==> config.mk <==
export PLATFORM = sky130hd
export DESIGN_NAME = alarm_sequencer_flat
export DESIGN_NICKNAME = d
export VERILOG_FILES = /design/src/rtl/alarm_seq_pkg.sv /design/src/rtl/alarm_sequencer_if.sv /design/src/rtl/alarm_sequencer_sec_tick_gen.sv /design/src/rtl/alarm_sequencer.sv /design/src/flat_wrapper.sv
export SDC_FILE = /design/constraint.sdc
export NUM_CORES = 1
export LEC_CHECK = 0
export ABC_AREA = 1
export CAP_MARGIN = 40
export CORE_ASPECT_RATIO = 0.75
export CORE_MARGIN = 2
export CORE_UTILIZATION = 50
export CTS_BUF_LIST = sky130_fd_sc_hd__clkbuf_16
export CTS_CLUSTER_DIAMETER = 200
export DETAILED_ROUTE_END_ITERATION = 6
export PLACE_DENSITY = 0.67
export SLEW_MARGIN = 5
export SYNTH_ARGS = -nofsm -noshare
export SYNTH_HDL_FRONTEND = slang
export SYNTH_HIERARCHICAL = 1
export SYNTH_SLANG_ARGS = --single-unit
==> constraint.sdc <==
create_clock -name clk -period 3.7 [get_ports clk]
set_input_delay 0.37 -clock clk [delete_from_list [all_inputs] [get_ports clk]]
set_output_delay 0.37 -clock clk [all_outputs]
set_load 0.1 [all_outputs]
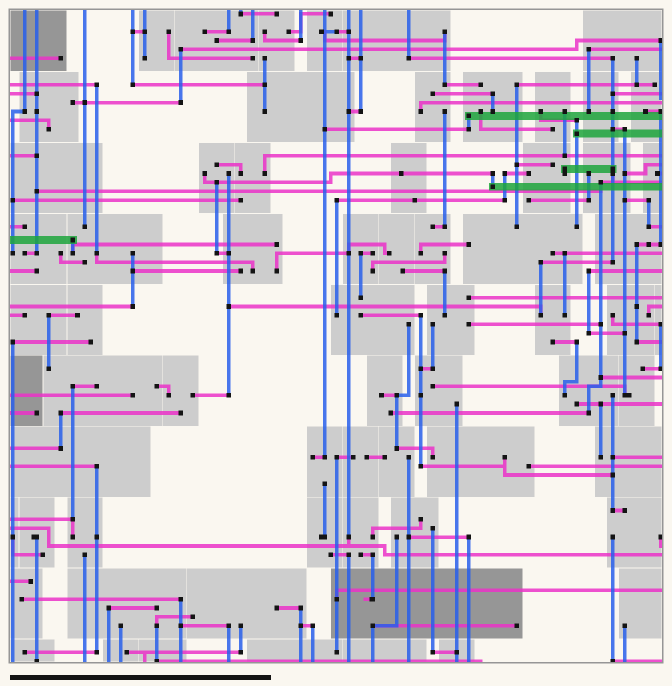
Fig. 1. Layout detail (run 1).
Bar = 10 µm. Window x 36 to 61, y 10 to 35 µm. Cells in gray, sequential cells in the stronger gray; small squares are vias.
legend:
  met1:
    color: magenta
  met3:
    color: green
  met2:
    color: blue
sequential cells in the window: 1
cells with their middle in the window: 54
most frequent: inv_1 (12), nand2_1 (10), ha_1 (6)

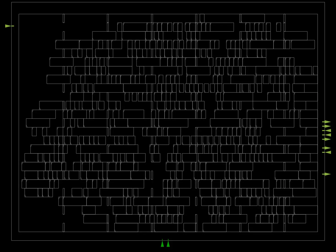
Fig. 2. Cell placement (run 1).
total core area: 6350 µm²
Final Core Density: 57.91%
non-filler cells, final: 586
well-tap cell count: 81

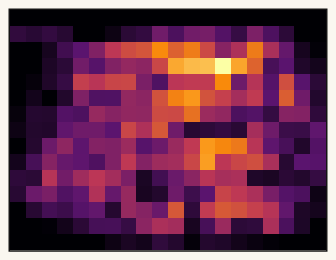
Fig. 3. Wire density map (run 1).
The die is cut into 20 by 15 equal tiles; black is low, pale yellow is high, scaled to the fullest tile. Values are wire area over tile area, all layers added.
fullest tile: 0.54
emptiest ninth of the die: top left
tiles over half the peak: 16%
mean over tiles: 0.14
GRT Resource Usage Total: 19.27%
DR vias: 2791
average wire per cell in the routed design: 11.16 µm

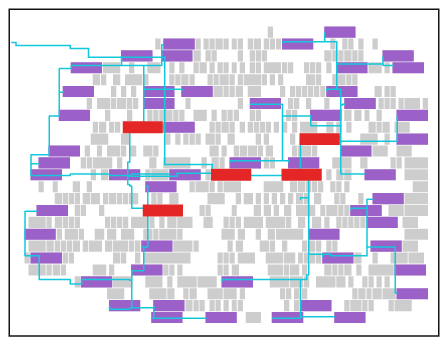
Fig. 4. Routed clock nets over the placement (run 1).
legend:
  flip-flops:
    color: purple
    count: 53
  clock wires:
    color: cyan
    length: 638 µm
  cells driving clock nets:
    color: red
    count: 5
routed clock nets: 6
flops lie: spread over the die
reported clock group power: 0.000510 W
latest clock arrival within the worst-skew pair: 0.28 ns
final worst clock skew: 0.006547 ns

==> ds_physical_params.txt, run 1 <==
Implementation parameters

Parameter                              Value

Layout
  Buffer share of cell area    4.764%
  Buffers excl. clock    15
  Flops    53
  Cell kind with the greatest summed area    multi-input combinational cells
  Count of inverters other than clock inverters in the layout    84
  Fraction of area in registers    28.85%
  Max reg flops    26
  Clock network share of area    4.355%
  Total of fill cells in the finished design    597
  Number of antenna diodes    0

Worst setup path
  CP cell instances    ha_1, nand3_1, nor2_2, nand2_1, inv_1, nand2_1, nand3b_1, nor2_2, nand3_2, nand2_4, a21oi_2, nand2_1, nand2_1, nand2_1, nand2_2, inv_1, nor2_1, nand2_4, a21oi_1
  Worst-path fanout max    25
  Critical path buffer and inverter count    2
  Worst path max stage delay    0.37 ns
  Crit path capture type    register

Power
  Comb group    0.0000823 W
  Switching power    approximately 0.00026 W
  Flop+latch power    0.000579 W
  Internal Power    a little over 0.0009 W

Synth
  Number of warnings reported in the yosys synthesis log    6
  Share of synthesized area spent on multiplexers    0%
  Netlist Area Pre-Place    3306 µm²
  Cell Type Count    32
  Cell accounting for the most synthesized area    sky130_fd_sc_hd__dfxtp_1
  Logic family by area    simple AND/OR/NAND/NOR gates

Final timing
  Fin crit share    72.54%
  Relative slew slack    72.50%
  RSZ-0062 raised after global routing    false
  Transition time at the pin with the least slew margin    between 0.4 and 0.5 ns

Placed design
  Area of placed instances    roughly 3500 µm²
  Post-Place Setup Slack    1.037 ns

Detailed routing
  DRC violation count after routing    0

Global route
  Met1 GRT Util    29.66%
  Largest net degree at the start of global routing    26

Run
  Max-cap viol count    0
  OpenROAD warning count    32

Clock network
  Cts-stage hold buffer count    0
  Number of sinks driven by the clock tree    53
  Quantity of gates resized following cts    0

Die
  Area of the die    7284 µm²
  Site row count    25

Hold path
  Min-Delay Path Depth    1

Status
  Result of the run    finished, final reports clean
Fig. 5: run 1, gate-type map
Bar = 20 µm.
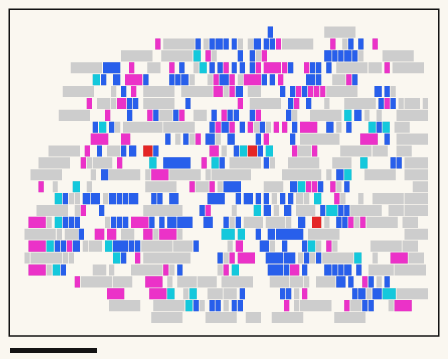

==> inputs of run 2 (changes only) <==
Clock period 3.7 ns to 2.8 ns, I/O delays scaled along.
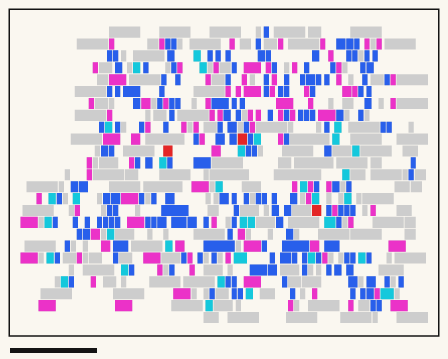
Fig. 6. Gate-type map (run 2).
Bar = 20 µm.
legend:
  NOR gates:
    color: magenta
    cells: 94
    most_used: nor2_1
  NAND gates:
    color: blue
    cells: 186
    most_used: nand2_1
  inverting AOI/OAI gates:
    color: cyan
    cells: 33
  AND and OR gates:
    color: red
    cells: 3
    most_used: or2_2
non-filler cells, final: 589
most numerous logic cell after layout: sky130_fd_sc_hd__nand2_1
Comb area share: 51.65%

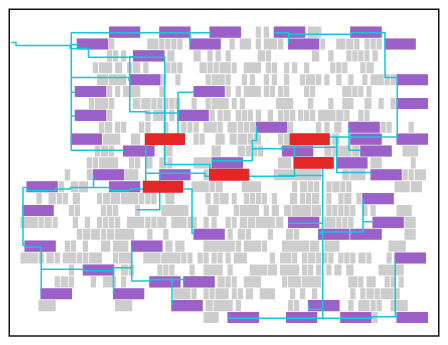
Fig. 7. Routed clock nets over the placement (run 2).
legend:
  flip-flops:
    color: purple
    count: 53
  cells driving clock nets:
    color: red
    count: 5
  clock wires:
    color: cyan
    length: 671 µm
flops lie: spread over the die
routed clock nets: 6
clock share of power: 43.7%
reported clock group power: 0.000675 W
final worst clock skew: 0.005636 ns

==> ds_physical_params.txt, run 2 <==
Implementation parameters

Parameter                              Value

Synth
  Share of synthesized area spent on multiplexers    0% (unchanged)
  Netlist Area Pre-Place    3306 µm² (unchanged)
  Cell accounting for the most synthesized area    sky130_fd_sc_hd__dfxtp_1
  Number of warnings reported in the yosys synthesis log    6 (unchanged)
  Logic family by area    simple AND/OR/NAND/NOR gates
  Cell Type Count    32 (unchanged)

Final timing
  Relative slew slack    72.91% (+0.42 points)
  Transition time at the pin with the least slew margin    0.4050 ns (-0.007177 ns)
  Pins over their slew limit    0
  Fin crit share    93.23% (+21 points)

Clock network
  Cts-stage hold buffer count    0 (unchanged)
  Number of sinks driven by the clock tree    53 (unchanged)
  Latest clock arrival within the worst-skew pair    0.28 ns (about the same)
  Quantity of gates resized following cts    0 (unchanged)

Power
  Internal Power    0.001205 W (+32%)
  Flop+latch power    0.000766 W (+32%)

Layout
  Fraction of area in registers    28.93% (+0.079 points)
  Clock network share of area    4.435% (+0.080 points)
  Flops    53 (unchanged)
  Final Core Density    57.75% (-0.16 points)
  Buffer share of cell area    3.617% (-1.1 points)
  Buffers excl. clock    16 (+1)
  Total of fill cells in the finished design    617 (+3.4%)
  Number of antenna diodes    0 (unchanged)
  Max reg flops    26 (unchanged)
  Count of inverters other than clock inverters in the layout    84 (unchanged)

Die
  Total core area    6350 µm² (unchanged)
  Area of the die    7284 µm² (unchanged)
  Well-tap cell count    81 (unchanged)

Status
  Result of the run    finished, final reports clean

Global route
  Met1 GRT Util    29.07% (-0.59 points)
  GRT Resource Usage Total    18.31% (-0.96 points)
  Largest net degree at the start of global routing    26 (unchanged)

Run
  OpenROAD warning count    33 (+3.1%)
  Max-cap viol count    0 (unchanged)

Worst setup path
  CP cell instances    ha_1, nand3_1, nor2_2, nand2_2, inv_2, nand2_1, nand3b_1, nor2_2, nand3_2, nand2_4, a21oi_2, nand2_1, nand2_1, nand2_1, nand2_2, inv_1, nor2_4, nand2_4, nor2_1
  Critical path buffer and inverter count    2 (unchanged)

Detailed routing
  Average wire per cell in the routed design    11.06 µm (-0.92%)
  DRC violation count after routing    0 (unchanged)

Placed design
  Area of placed instances    3467 µm² (-1.4%)
  Post-Place Setup Slack    0.1019 ns (-0.9349 ns)

Hold path
  Min-Delay Path Depth    1 (unchanged)
Power and IR drop assume default switching activity.
